Fig. 1: run 1, placement view
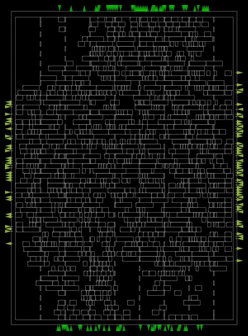
Fig. 2: run 1, clock distribution
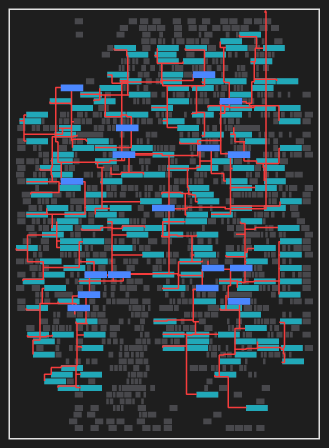
Fig. 3: run 1, wire density map
The die is cut into 25 by 35 equal tiles; dark blue is low, red is high, scaled to the fullest tile. Values are wire area over tile area, all layers added.
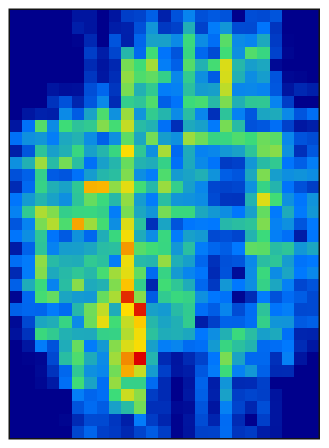
Fig. 4: run 1, the metal 3 layer
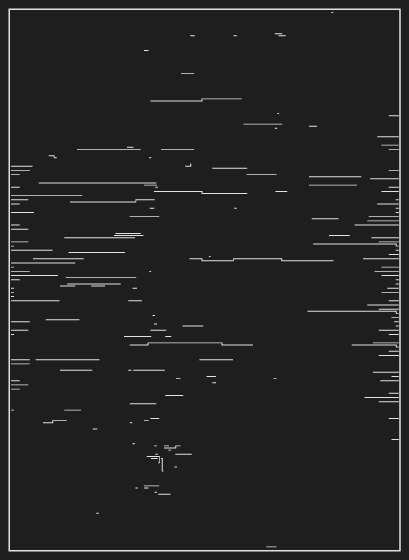
<file path="src/rtl/ladybird_riscv_helper_pkg.sv">
// RV32I field constants, decoded-instruction types and the pure decode function
// shared by the ladybird fetch-to-execute path.
package ladybird_riscv_helper;

  localparam int XLEN = 32;

  localparam logic [6:0] OPCODE_LOAD     = 7'b0000011;
  localparam logic [6:0] OPCODE_MISC_MEM = 7'b0001111;
  localparam logic [6:0] OPCODE_OP_IMM   = 7'b0010011;
  localparam logic [6:0] OPCODE_AUIPC    = 7'b0010111;
  localparam logic [6:0] OPCODE_STORE    = 7'b0100011;
  localparam logic [6:0] OPCODE_OP       = 7'b0110011;
  localparam logic [6:0] OPCODE_LUI      = 7'b0110111;
  localparam logic [6:0] OPCODE_BRANCH   = 7'b1100011;
  localparam logic [6:0] OPCODE_JALR     = 7'b1100111;
  localparam logic [6:0] OPCODE_JAL      = 7'b1101111;
  localparam logic [6:0] OPCODE_SYSTEM   = 7'b1110011;

  localparam logic [31:0] INST_ECALL  = 32'h0000_0073;
  localparam logic [31:0] INST_EBREAK = 32'h0010_0073;
  localparam logic [31:0] INST_MRET   = 32'h3020_0073;

  typedef enum logic [3:0] {
    CLS_LOAD     = 4'd0,
    CLS_STORE    = 4'd1,
    CLS_OP_IMM   = 4'd2,
    CLS_OP       = 4'd3,
    CLS_LUI      = 4'd4,
    CLS_AUIPC    = 4'd5,
    CLS_BRANCH   = 4'd6,
    CLS_JAL      = 4'd7,
    CLS_JALR     = 4'd8,
    CLS_MISC_MEM = 4'd9,
    CLS_SYSTEM   = 4'd10,
    CLS_ILLEGAL  = 4'd11
  } inst_class_t;

  typedef struct packed {
    logic [XLEN-1:0] pc;
    inst_class_t     inst_class;
    logic [4:0]      rd;
    logic [4:0]      rs1;
    logic [4:0]      rs2;
    logic [2:0]      funct3;
    logic [31:0]     imm;
    logic            rd_we;
    logic            illegal;
  } decoded_inst_t;

  function automatic decoded_inst_t decode_inst(input logic [31:0] inst, input logic [XLEN-1:0] pc);
    decoded_inst_t d;
    logic [6:0]    f7;
    logic [2:0]    f3;
    logic          bad;
    logic          wr;
    f7           = inst[31:25];
    f3           = inst[14:12];
    bad          = 1'b0;
    wr           = 1'b0;
    d.pc         = pc;
    d.inst_class = CLS_ILLEGAL;
    d.rd         = inst[11:7];
    d.rs1        = inst[19:15];
    d.rs2        = inst[24:20];
    d.funct3     = f3;
    d.imm        = '0;
    case (inst[6:0])
      OPCODE_LOAD: begin
        d.inst_class = CLS_LOAD;
        d.imm        = {{20{inst[31]}}, inst[31:20]};
        wr           = 1'b1;
        bad          = (f3 == 3'd3) || (f3 == 3'd6) || (f3 == 3'd7);
      end
      OPCODE_STORE: begin
        d.inst_class = CLS_STORE;
        d.imm        = {{20{inst[31]}}, inst[31:25], inst[11:7]};
        bad          = (f3 > 3'd2);
      end
      OPCODE_OP_IMM: begin
        d.inst_class = CLS_OP_IMM;
        wr           = 1'b1;
        // Shift amounts are unsigned; funct7 must be a valid shift qualifier.
        if (f3 == 3'd1) begin
          d.imm = {27'd0, inst[24:20]};
          bad   = (f7 != 7'h00);
        end else if (f3 == 3'd5) begin
          d.imm = {27'd0, inst[24:20]};
          bad   = (f7 != 7'h00) && (f7 != 7'h20);
        end else begin
          d.imm = {{20{inst[31]}}, inst[31:20]};
        end
      end
      OPCODE_OP: begin
        d.inst_class = CLS_OP;
        wr           = 1'b1;
        bad          = ((f7 != 7'h00) && (f7 != 7'h20)) ||
                       ((f7 == 7'h20) && (f3 != 3'd0) && (f3 != 3'd5));
      end
      OPCODE_LUI: begin
        d.inst_class = CLS_LUI;
        d.imm        = {inst[31:12], 12'd0};
        wr           = 1'b1;
      end
      OPCODE_AUIPC: begin
        d.inst_class = CLS_AUIPC;
        d.imm        = {inst[31:12], 12'd0};
        wr           = 1'b1;
      end
      OPCODE_BRANCH: begin
        d.inst_class = CLS_BRANCH;
        d.imm        = {{19{inst[31]}}, inst[31], inst[7], inst[30:25], inst[11:8], 1'b0};
        bad          = (f3 == 3'd2) || (f3 == 3'd3);
      end
      OPCODE_JAL: begin
        d.inst_class = CLS_JAL;
        d.imm        = {{11{inst[31]}}, inst[31], inst[19:12], inst[20], inst[30:21], 1'b0};
        wr           = 1'b1;
      end
      OPCODE_JALR: begin
        d.inst_class = CLS_JALR;
        d.imm        = {{20{inst[31]}}, inst[31:20]};
        wr           = 1'b1;
        bad          = (f3 != 3'd0);
      end
      OPCODE_MISC_MEM: begin
        d.inst_class = CLS_MISC_MEM;
      end
      OPCODE_SYSTEM: begin
        d.inst_class = CLS_SYSTEM;
        if (f3 == 3'd4) begin
          bad = 1'b1;
        end else if (f3 == 3'd0) begin
          bad = (inst != INST_ECALL) && (inst != INST_EBREAK) && (inst != INST_MRET);
        end else begin
          wr = 1'b1;
        end
      end
      default: bad = 1'b1;
    endcase
    if (bad) begin
      d.inst_class = CLS_ILLEGAL;
      d.imm        = '0;
      wr           = 1'b0;
    end
    d.rd_we   = wr && (inst[11:7] != 5'd0);
    d.illegal = bad;
    return d;
  endfunction

endpackage

</file>
<file path="src/rtl/ladybird_skid_buffer.sv">
// Two-entry (main + skid) valid/ready register stage; ready is a flop-only output
// and the main register reloads an idle pattern whenever it empties.
module ladybird_skid_buffer #(
  parameter type T = logic [31:0]
) (
  input  logic clk,
  input  logic rst,
  input  logic i_flush,
  input  T     i_idle_data,
  input  logic i_in_valid,
  output logic o_in_ready,
  input  T     i_in_data,
  output logic o_out_valid,
  input  logic i_out_ready,
  output T     o_out_data
);

  logic r_m_valid;
  logic r_s_valid;
  T     r_m_data;
  T     r_s_data;
  logic w_in_fire;
  logic w_m_open;

  assign w_in_fire = i_in_valid && !r_s_valid;
  assign w_m_open  = !r_m_valid || i_out_ready;

  always_ff @(posedge clk or posedge rst) begin
    if (rst) begin
      r_m_valid <= 1'b0;
      r_s_valid <= 1'b0;
      r_m_data  <= i_idle_data;
      r_s_data  <= i_idle_data;
    end else if (i_flush) begin
      r_m_valid <= 1'b0;
      r_s_valid <= 1'b0;
      r_m_data  <= i_idle_data;
    end else if (w_m_open) begin
      // S holds the older instruction, so it always wins the refill of M.
      if (r_s_valid) begin
        r_m_data  <= r_s_data;
        r_m_valid <= 1'b1;
        r_s_valid <= 1'b0;
      end else if (w_in_fire) begin
        r_m_data  <= i_in_data;
        r_m_valid <= 1'b1;
      end else begin
        r_m_valid <= 1'b0;
        r_m_data  <= i_idle_data;
      end
    end else if (w_in_fire) begin
      r_s_data  <= i_in_data;
      r_s_valid <= 1'b1;
    end
  end

  assign o_in_ready  = !r_s_valid;
  assign o_out_valid = r_m_valid;
  assign o_out_data  = r_m_data;

endmodule

</file>
<file path="src/rtl/ladybird_inst_decoder.sv">
// Registered RV32I decoder: decodes on the input side and parks the result in a
// skid buffer so the fetch-side ready stays a register output.
module ladybird_inst_decoder
  import ladybird_riscv_helper::*;
#(
  parameter int              XLEN           = 32,
  parameter logic [XLEN-1:0] RESET_PC_FIELD = '0
) (
  input  logic            clk,
  input  logic            rst,
  input  logic            i_flush,
  input  logic            i_valid,
  output logic            i_ready,
  input  logic [31:0]     i_inst,
  input  logic [XLEN-1:0] i_pc,
  output logic            o_valid,
  input  logic            o_ready,
  output logic [XLEN-1:0] o_pc,
  output inst_class_t     o_class,
  output logic [4:0]      o_rd,
  output logic [4:0]      o_rs1,
  output logic [4:0]      o_rs2,
  output logic [2:0]      o_funct3,
  output logic [31:0]     o_imm,
  output logic            o_rd_we,
  output logic            o_illegal
);

  decoded_inst_t w_dec;
  decoded_inst_t w_idle;
  decoded_inst_t w_out;

  always_comb begin
    w_dec  = decode_inst(i_inst, i_pc);
    w_idle = '0;
    w_idle.pc         = RESET_PC_FIELD;
    w_idle.inst_class = CLS_ILLEGAL;
  end

  ladybird_skid_buffer #(
    .T (decoded_inst_t)
  ) u_skid (
    .clk         (clk),
    .rst         (rst),
    .i_flush     (i_flush),
    .i_idle_data (w_idle),
    .i_in_valid  (i_valid),
    .o_in_ready  (i_ready),
    .i_in_data   (w_dec),
    .o_out_valid (o_valid),
    .i_out_ready (o_ready),
    .o_out_data  (w_out)
  );

  assign o_pc      = w_out.pc;
  assign o_class   = w_out.inst_class;
  assign o_rd      = w_out.rd;
  assign o_rs1     = w_out.rs1;
  assign o_rs2     = w_out.rs2;
  assign o_funct3  = w_out.funct3;
  assign o_imm     = w_out.imm;
  assign o_rd_we   = w_out.rd_we;
  assign o_illegal = w_out.illegal;

endmodule

</file>
<file path="config.mk">
export PLATFORM = sky130hd
export DESIGN_NAME = ladybird_inst_decoder
export DESIGN_NICKNAME = d
export VERILOG_FILES = /design/src/rtl/ladybird_riscv_helper_pkg.sv /design/src/rtl/ladybird_skid_buffer.sv /design/src/rtl/ladybird_inst_decoder.sv
export SDC_FILE = /design/constraint.sdc
export NUM_CORES = 1
export LEC_CHECK = 0
export CAP_MARGIN = 20
export CORE_ASPECT_RATIO = 1.4
export CORE_MARGIN = 2
export CORE_UTILIZATION = 40
export DETAILED_ROUTE_END_ITERATION = 10
export PLACE_DENSITY = 0.67
export SLEW_MARGIN = 15
export SYNTH_ARGS = -nofsm -noshare
export SYNTH_HDL_FRONTEND = slang
export SYNTH_SLANG_ARGS = --single-unit
</file>
<file path="constraint.sdc">
create_clock -name clk -period 18 [get_ports clk]
set_input_delay 3.6 -clock clk [delete_from_list [all_inputs] [get_ports clk]]
set_output_delay 3.6 -clock clk [all_outputs]
set_load 0.02 [all_outputs]
</file>
==> out/summary.log, run 1 <==
qor: clock_network.clk_pin_slew_worst_paths 70 ps
qor: job.max-cap-violations 0
qor: hold_path.timing.hold.worst.class register to register
qor: synthesis.ys_dominant_reg_cell sky130_fd_sc_hd__dfrtp_1
qor: clock_network.cts-root-to-sink-buffers 2
qor: routing.first_iter_violations 682
qor: synthesis.ys_sh_aoi 18.36%
qor: synthesis.logic_family simple AND/OR/NAND/NOR gates
qor: floorplanning.fp_util 40.60%
qor: synthesis.netlist.top_cell.by_instances sky130_fd_sc_hd__nand2_1
qor: critical_path.max_stage_delay 760 ps
qor: sta.finalWorstPathRequiredPeriod 6180 ps
qor: power_and_ir_drop.power_leakage 0.004736 uW
qor: critical_path.critical_path_buffer_and_inverter_count 3
qor: clock_network.post-cts-setup-buffer-count 0
qor: synthesis.commonest_cells_in_the_synthesized_netlist sky130_fd_sc_hd__nand2_1, sky130_fd_sc_hd__dfrtp_1, sky130_fd_sc_hd__nor2_1, sky130_fd_sc_hd__nor3_1, sky130_fd_sc_hd__o21ai_0
qor: power_and_ir_drop.seqPwrFrac 45.9%
qor: clock_network.cts.sinks 178
qor: synthesis.ys_ff 178
qor: final_layout.nNetsFinal 1089
qor: synthesis.synthXorXnorAreaFrac 0.2107%
qor: power_and_ir_drop.power_internal 727.5 uW
qor: place.place_inst 1256
qor: routing.drt-wirelength-per-cell 18.79 um
qor: clock_network.cts.root.buffer_cell sky130_fd_sc_hd__clkbuf_16
qor: final_layout.area_delta_synth_final 28.41%
qor: final_layout.antenna-diode-count 0
qor: floorplanning.die_w 125.9 um
qor: outcome.outcome finished clean
qor: synthesis.synth_async_sr_flop_share 100.0%
qor: power_and_ir_drop.power.share.switching 26.48%
## Picture notes: Fig. 1
tally of filler cells in the layout: 1920
sequential fraction of total cell area: 41.80%
number of flip-flops and latches: 178
number of rows created at floorplan: 62
number of well taps: 256

## Picture notes: Fig. 2
[blue] clock-net drivers | count: 17
[red] clock wires | length: 2160 um
[cyan] flip-flops | count: 178
routed clock nets: 18
flops lie: all over the die
Clock Skews: 6.839 ps
clock network fraction of design power: 41.1%
clock latency reported for the late side of the worst-skew pair: 430 ps
P_clk: 406 uW

## Picture notes: Fig. 3
fullest tile: 0.64
mean over tiles: 0.18
emptiest ninth of the die: upper left
tiles over half the peak: 14%
nearly empty tiles: 14%

## Picture notes: Fig. 4
longest straight run: 37.7 um
main direction: horizontal
share of all routed wire: 4.7%
nets with wire on the layer: 135
wire length on this layer: 1130 um
met3 Use GR: 4.072%
total wirelength of the detailed-routed design: 24220 um
routed via count: 7227

run 1: path summary, 6_finish.rpt:
| kind | startpoint | end | cells past startpoint |
|---|---|---|---|
| min in group asynchronous | rst | u_skid.o_out_data[17] | 2 |
| worst min register to register | u_skid.r_s_data[58] | u_skid.r_s_data[58] | 2 |
| worst max-delay path | u_skid.r_s_valid | i_ready | 3 |
| worst max register to register | u_skid.r_s_valid | u_skid.o_out_data[17] | 7 |
| max in group asynchronous | rst | u_skid.o_out_data[61] | 3 |
| worst min-delay path | u_skid.r_s_data[58] | u_skid.r_s_data[58] | 2 |
run 1: kinds of logic (layout without fill, tap and decap cells):
| logic type | count (synthesis) | count (layout) |
|---|---|---|
| xor gates and xnor gates | 2 | 2 |
| buffers and inverters | 79 | 206 |
| and+or+nand+nor | 420 | 420 |
| muxes | 1 | 1 |
| DFF | 178 | 178 |
| AOI/OAI and AO/OA | 226 | 226 |
run 1: area by class of cell:
type	count	area, um2	share of cell area, %
Sequential cell	178	4463	41.80
Multi-Input combinational cell	649	3556	33.30
Timing Repair Buffer	169	1674	15.68
Clock buffer	18	429.2	4.019
Tap cell	256	320.3	3.000
Clock inverter	14	211.5	1.980
Inverter	5	23.77	0.2226
run 1: metrics by stage:
step	hold WS [ps]	util, %	total power, uW	cell area, um2
finish	475.6	52.14	989.5	10680
global route	494.0	52.14	1032	10680
CTS	480.2	52.00	994.9	10650
detailed placement	462.7	48.88	591.0	10010
global placement	457.3	48.88	587.9	10010
floorplan	446.0	-	533.3	8315
run 1: metal layers:
layer / global-route usage [%] / vias up / wire length (um)
met5: 0 / - / 0
met3: 4.072 / 51 / 1134
met2: 36.40 / 223 / 12000
met1: 29.13 / 3511 / 10230
met4: 9.295 / 0 / 851
li1: - / 3442 / -
run 1: worst min-delay path, stage by stage, from the launching register on:
cell,delay (ps)
sky130_fd_sc_hd__dfrtp_1,340
sky130_fd_sc_hd__nand2_1,50
sky130_fd_sc_hd__nand2_1,50
run 1: power groups by stage:
| stage | Sequential (uW) | Clock, uW | Combinational, uW |
|---|---|---|---|
| after detailed placement | 462 | 0 | 129 |
| after floorplan | 468 | 0 | 65.5 |
| after global placement | 461 | 0 | 127 |
| after CTS | 454 | 411 | 130 |
| after global routing | 458 | 430 | 143 |
| final | 454 | 406 | 129 |
run 1: flip-flops by register name, indices dropped and copies added, names as in the netlist:
register            cells
u_skid.o_out_data      88
u_skid.r_s_data        88
u_skid.r_s_valid        1
u_skid.o_out_valid      1
==> run 1 -> run 2 <==
clock period = 6.05 ns   (was 18 ns; I/O delays follow)
Fig. 5: run 2, placement view
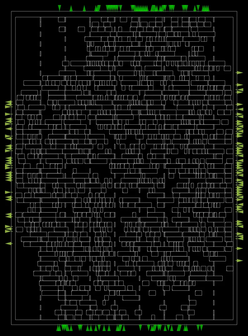
filler-free cell count of the finished design: 1290
utilization after layout: 51.87%
sequential fraction of total cell area: 42.01%

Fig. 6: run 2, the metal 3 layer
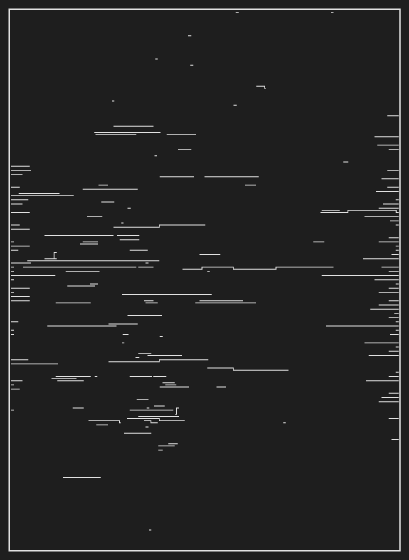
main direction: horizontal
nets with wire on the layer: 131
longest straight run: 42.3 um
share of all routed wire: 4.9%
wire length on this layer: 1180 um

==> out/summary.log, run 2 <==
qor: outcome.outcome finished clean [unchanged]
qor: routing.drt-wirelength-per-cell 18.50 um [was 18.79 um]
qor: sta.hold_ws 477.2 ps [was 475.6 ps]
qor: synthesis.ys_ff 178 [unchanged]
qor: clock_network.cts.root.buffer_cell sky130_fd_sc_hd__clkbuf_16 [unchanged]
qor: clock_network.cts-root-to-sink-buffers 2 [unchanged]
qor: grt.grt.met1_usage 29.23% [was 29.13%]
qor: final_layout.nFillCells 1970 [was 1920]
qor: floorplanning.die_w 125.9 um [unchanged]
qor: critical_path.critical_path_required 6370 ps [was 14400 ps]
qor: synthesis.synthesis.nets 975 [unchanged]
qor: synthesis.postSynthCellCount 906 [unchanged]
qor: floorplanning.rows 62 [unchanged]
qor: clock_network.cts.sinks 178 [unchanged]
qor: grt.met3_usage 3.797% [was 4.072%]
qor: sta.finalWorstPathRequiredPeriod 3713 ps
qor: sta.finalCritPeriodShare 61.38%
qor: sta.slew_headroom 27.20% [was 28.63%]
qor: power_and_ir_drop.power_leakage 0.004707 uW [was 0.004736 uW]
qor: power_and_ir_drop.power_internal 2047 uW [was 727.5 uW]
qor: grt.grt-busiest-layer met2 [unchanged]
qor: grt.global_routing_usage_on_met2 36.96% [was 36.40%]
qor: routing.wirelength 23860 um [was 24220 um]
qor: hold_path.timing.hold.worst.class register to register [unchanged]
qor: synthesis.ys_dominant_reg_cell sky130_fd_sc_hd__dfrtp_1 [unchanged]
qor: final_layout.nNetsFinal 1090 [was 1089]
qor: hold_path.whs_path_depth 2 [unchanged]
qor: clock_network.clk_pin_slew_worst_paths 70 ps [about the same]
qor: final_layout.area.sequential 4463 um2 [unchanged]
qor: job.max-cap-violations 0 [unchanged]
qor: floorplanning.fp_util 40.60% [unchanged]
qor: final_layout.antenna-diode-count 0 [unchanged]
qor: routing.first_iter_violations 712 [was 682]
qor: sta.fin_worst_skew 12.91 ps [was 6.839 ps]
qor: synthesis.netlist.top_cell.by_instances sky130_fd_sc_hd__nand2_1 [unchanged]
qor: clock_network.worstSkewPairLatency 440 ps [was 430 ps]
qor: power_and_ir_drop.power.clock.fraction 39.2% [was 41.1%]
qor: place.io_buffers 158 [unchanged]
qor: final_layout.multi_input_comb_area 3556 um2 [unchanged]
qor: critical_path.ff2ff_path_depth 6 [was 7]
qor: clock_network.post-cts-setup-buffer-count 0 [unchanged]
qor: place.dp.final_hpwl 15610 um [was 15930 um]
qor: routing.via_count 7181 [was 7227]
qor: floorplanning.fp.coreArea 20480 um2 [unchanged]
Fig. 7: run 2, cell sizes after repair
Scale bar: 50 um.
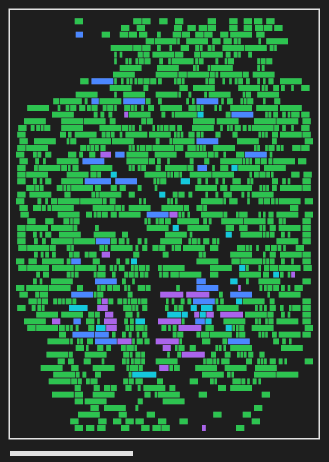
[purple] x2 | cells: 25
[green] x1 and smaller | cells: 958
[blue] x6 and larger | cells: 28
[cyan] x3 and x4 | cells: 23
nonclk buf count: 170
Design Area, Final: 10620 um2
Final WS setup: 2337 ps
Layout area overhead: 27.75%

-- run 2: layer usage --
layer  share of wire, %  wire length [um]  up-vias
li1                   -                 -     3429
met1                 42             10090     3475
met4                2.5               596        0
met5                  0                 0        -
met3                4.9              1179       40
met2                 50             12000      237
-- run 2: final timing paths --
path	from	to	slack [ps]
worst min-delay path	u_skid.r_s_data[64]	u_skid.r_s_data[64]	480
max in group asynchronous	rst	u_skid.r_s_valid	3570
min in group asynchronous	rst	u_skid.r_s_data[44]	1380
worst max register to register	u_skid.r_s_valid	u_skid.o_out_data[15]	2700
worst max-delay path	i_inst[6]	u_skid.o_out_data[15]	2340
worst min register to register	u_skid.r_s_data[64]	u_skid.r_s_data[64]	480
-- run 2: critical path, stage by stage --
cell and delay, ps:
sky130_fd_sc_hd__clkdlybuf4s50_1 760, sky130_fd_sc_hd__nand2_1 180, sky130_fd_sc_hd__a21boi_0 180, sky130_fd_sc_hd__o32ai_2 340, sky130_fd_sc_hd__nand3_2 170, sky130_fd_sc_hd__nand3b_1 740
sky130_fd_sc_hd__o21ai_0 440
-- run 2: kinds of logic (layout without fill, tap and decap cells) --
group | Yosys count | count (layout) | share of synthesized area, %
AND/OR/NAND/NOR | 420 | 420 | 23.68
multiplexers | 1 | 1 | 0.1354
flip-flops | 178 | 178 | 53.66
AND-OR/OR-AND | 226 | 226 | 18.36
buffers and inverters | 79 | 207 | 3.957
XOR/XNOR | 2 | 2 | 0.2107
-- run 2: cell type report --
class | instances | area share, %
Sequential cell | 178 | 42.01
Multi-Input combinational cell | 649 | 33.47
Tap cell | 256 | 3.015
Inverter | 5 | 0.2238
Clock inverter | 15 | 1.625
Clock buffer | 17 | 4.005
Timing Repair Buffer | 170 | 15.64
-- run 2: power groups by stage --
stage | sequential [uW] | clock [uW] | combinational, uW
after detailed placement | 1370 | 0 | 382
after global routing | 1360 | 1200 | 426
after CTS | 1350 | 1140 | 384
after floorplan | 1390 | 0 | 195
after global placement | 1370 | 0 | 378
final | 1350 | 1120 | 380
-- run 2: per-stage QoR --
stage	cell area [um2]	util (%)	cells	total power [uW]	worst slack, ps
final	10620	51.87	1290	2847	2337
after global routing	10620	51.87	1290	2985	2126
after CTS	10620	51.87	1290	2870	2393
after detailed placement	10020	48.95	1258	1757	1941
after global placement	10020	48.95	1258	1748	2020
after floorplan	8315	-	906	1587	19.67
==> run 2 -> run 3 <==
PLACE_DENSITY = 0.7   (was 0.67)
clock period = 3.1 ns   (was 6.05 ns; I/O delays follow)
Fig. 8: run 3, wire density map
The die is cut into 25 by 35 equal tiles; dark blue is low, red is high, scaled to the fullest tile. Values are wire area over tile area, all layers added.
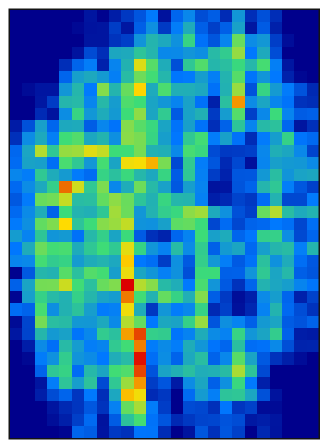
tiles over half the peak: 13%
mean over tiles: 0.18
fullest tile: 0.63
nearly empty tiles: 11%
routed via count: 7326
GRT Resource Usage Total: 22.93%
total wirelength of the detailed-routed design: 24890 um
wire per inst: 18.59 um

Fig. 9: run 3, clock distribution
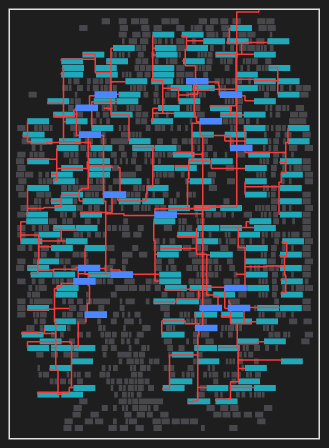
[blue] clock-net drivers | count: 17
[red] clock wires | length: 2160 um
[cyan] flip-flops | count: 178
routed clock nets: 18
clock network fraction of design power: 38.0%
P_clk: 2100 uW
Clock Skews: 7.449 ps

Fig. 10: run 3, cell sizes after repair
Scale bar: 50 um.
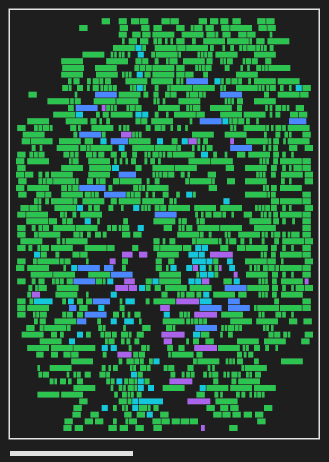
[blue] x6 and larger | cells: 26
[purple] x2 | cells: 27
[green] x1 and smaller | cells: 959
[cyan] x3 and x4 | cells: 70
Design Area, Final: 11010 um2
Layout area overhead: 32.37%
nonclk buf count: 218
Final WS setup: 554.8 ps

==> out/summary.log, run 3 <==
qor: synthesis.ys_ff 178 [unchanged]
qor: final_layout.finish.cell_count_without_fillers 1339 [was 1290]
qor: sta.slew_headroom 55.38% [was 27.20%]
qor: sta.finalCritPeriodShare 82.10%
qor: routing.first_iter_violations 523 [was 712]
qor: outcome.outcome finished clean [unchanged]
qor: critical_path.beginning_of_the_worst_register_to_register_path u_skid.r_s_valid [unchanged]
qor: critical_path.timing.critical_path.slowest_stage_cell sky130_fd_sc_hd__clkdlybuf4s50_1 [unchanged]
qor: sta.finalWorstPathRequiredPeriod 2545 ps
qor: clock_network.clk_pin_slew_worst_paths 70 ps [about the same]
qor: synthesis.commonest_cells_in_the_synthesized_netlist sky130_fd_sc_hd__nand2_1, sky130_fd_sc_hd__dfrtp_1, sky130_fd_sc_hd__nor2_1, sky130_fd_sc_hd__nor3_1, sky130_fd_sc_hd__o21ai_0 [unchanged]
qor: floorplanning.fp_util 40.60% [unchanged]
qor: critical_path.crit_top_cell sky130_fd_sc_hd__buf_4
qor: critical_path.cp_top_family simple AND/OR/NAND/NOR gates [unchanged]
qor: floorplanning.rows 62 [unchanged]
qor: clock_network.worstSkewPairLatency 430 ps [was 440 ps]
qor: clock_network.post-cts-setup-buffer-count 0 [unchanged]
qor: critical_path.worst_setup_path_startpoint i_inst[16] [was i_inst[6]]
qor: critical_path.worstPathCellList clkdlybuf4s50_1, nor4_1, buf_4, nand4_1, o31a_2, or3_1, buf_4, o31ai_1 [was clkdlybuf4s50_1, nand2_1, a21boi_0, o32ai_2, nand3_2, nand3b_1, o21ai_0]
qor: critical_path.max_stage_delay 460 ps [was 760 ps]
run 3: cell counts after synthesis:
Identical to the previous run, type by type.
run 3: kinds of logic (layout without fill, tap and decap cells):
group	count (synthesis)	count (layout)	share of synthesized area [%]
xor+xnor	2	2	0.2107
other cells	0	1	0
buf+inv	79	255	3.957
simple gates	420	420	23.68
mux	1	1	0.1354
compound gates	226	226	18.36
flops	178	178	53.66
run 3: tightest hold or removal path: cells and delay by family, from the launching register on:
kind / cells / cell delay [ps]
simple gates: 2 / 100
flops: 1 / 340
run 3: power breakdown:
group	leakage, uW	internal (uW)	total [uW]	switching (uW)
registers	0.00236	2530	2640	106
clock network	0.000281	1140	2100	956
logic	0.00231	347	790	443
total	0.00495	4020	5530	1510
run 3: final cells by class:
| cell class | instances | area (um2) |
|---|---|---|
| Antenna cell | 1 | 2.502 |
| Clock buffer | 19 | 442.9 |
| Multi-Input combinational cell | 649 | 3556 |
| Sequential cell | 178 | 4463 |
| Clock inverter | 13 | 127.6 |
| Timing Repair Buffer | 218 | 2072 |
| Tap cell | 256 | 320.3 |
| Fill cell | 1886 | 9473 |
| Inverter | 5 | 22.52 |
run 3: final timing paths:
check                           depth (start not counted)               endpoint  slack (ps)
worst max register to register                          7  u_skid.o_out_data[30]        1020
worst max-delay path                                    8   u_skid.o_out_data[1]         550
max in group asynchronous                               3       u_skid.r_s_valid        1720
worst min-delay path                                    2    u_skid.r_s_data[58]         480
min in group asynchronous                               2  u_skid.o_out_data[79]         640
worst min register to register                          2    u_skid.r_s_data[58]         480
run 3: layer usage:
layer  wire length, um  up-vias  part of all wire (%)  global-route usage [%]
met5                 0        -                     0                       0
met4               790        0                   3.2                   9.386
met3              1204       40                   4.8                   3.582
met2             12480      222                    50                   38.94
met1             10410     3524                    42                   29.32
li1                  -     3540                     -                       -
run 3: per-stage QoR:
stage / util, % / cell area (um2) / hold WS (ps)
finish: 53.75 / 11010 / 478.6
global route: 53.75 / 11010 / 494.6
CTS: 53.73 / 11000 / 479.4
detailed placement: 50.95 / 10430 / 462.9
global placement: 50.95 / 10430 / 457.2
floorplan: - / 8319 / 446.0
Power figures rest on the tool's default switching activity, not on a simulated workload.
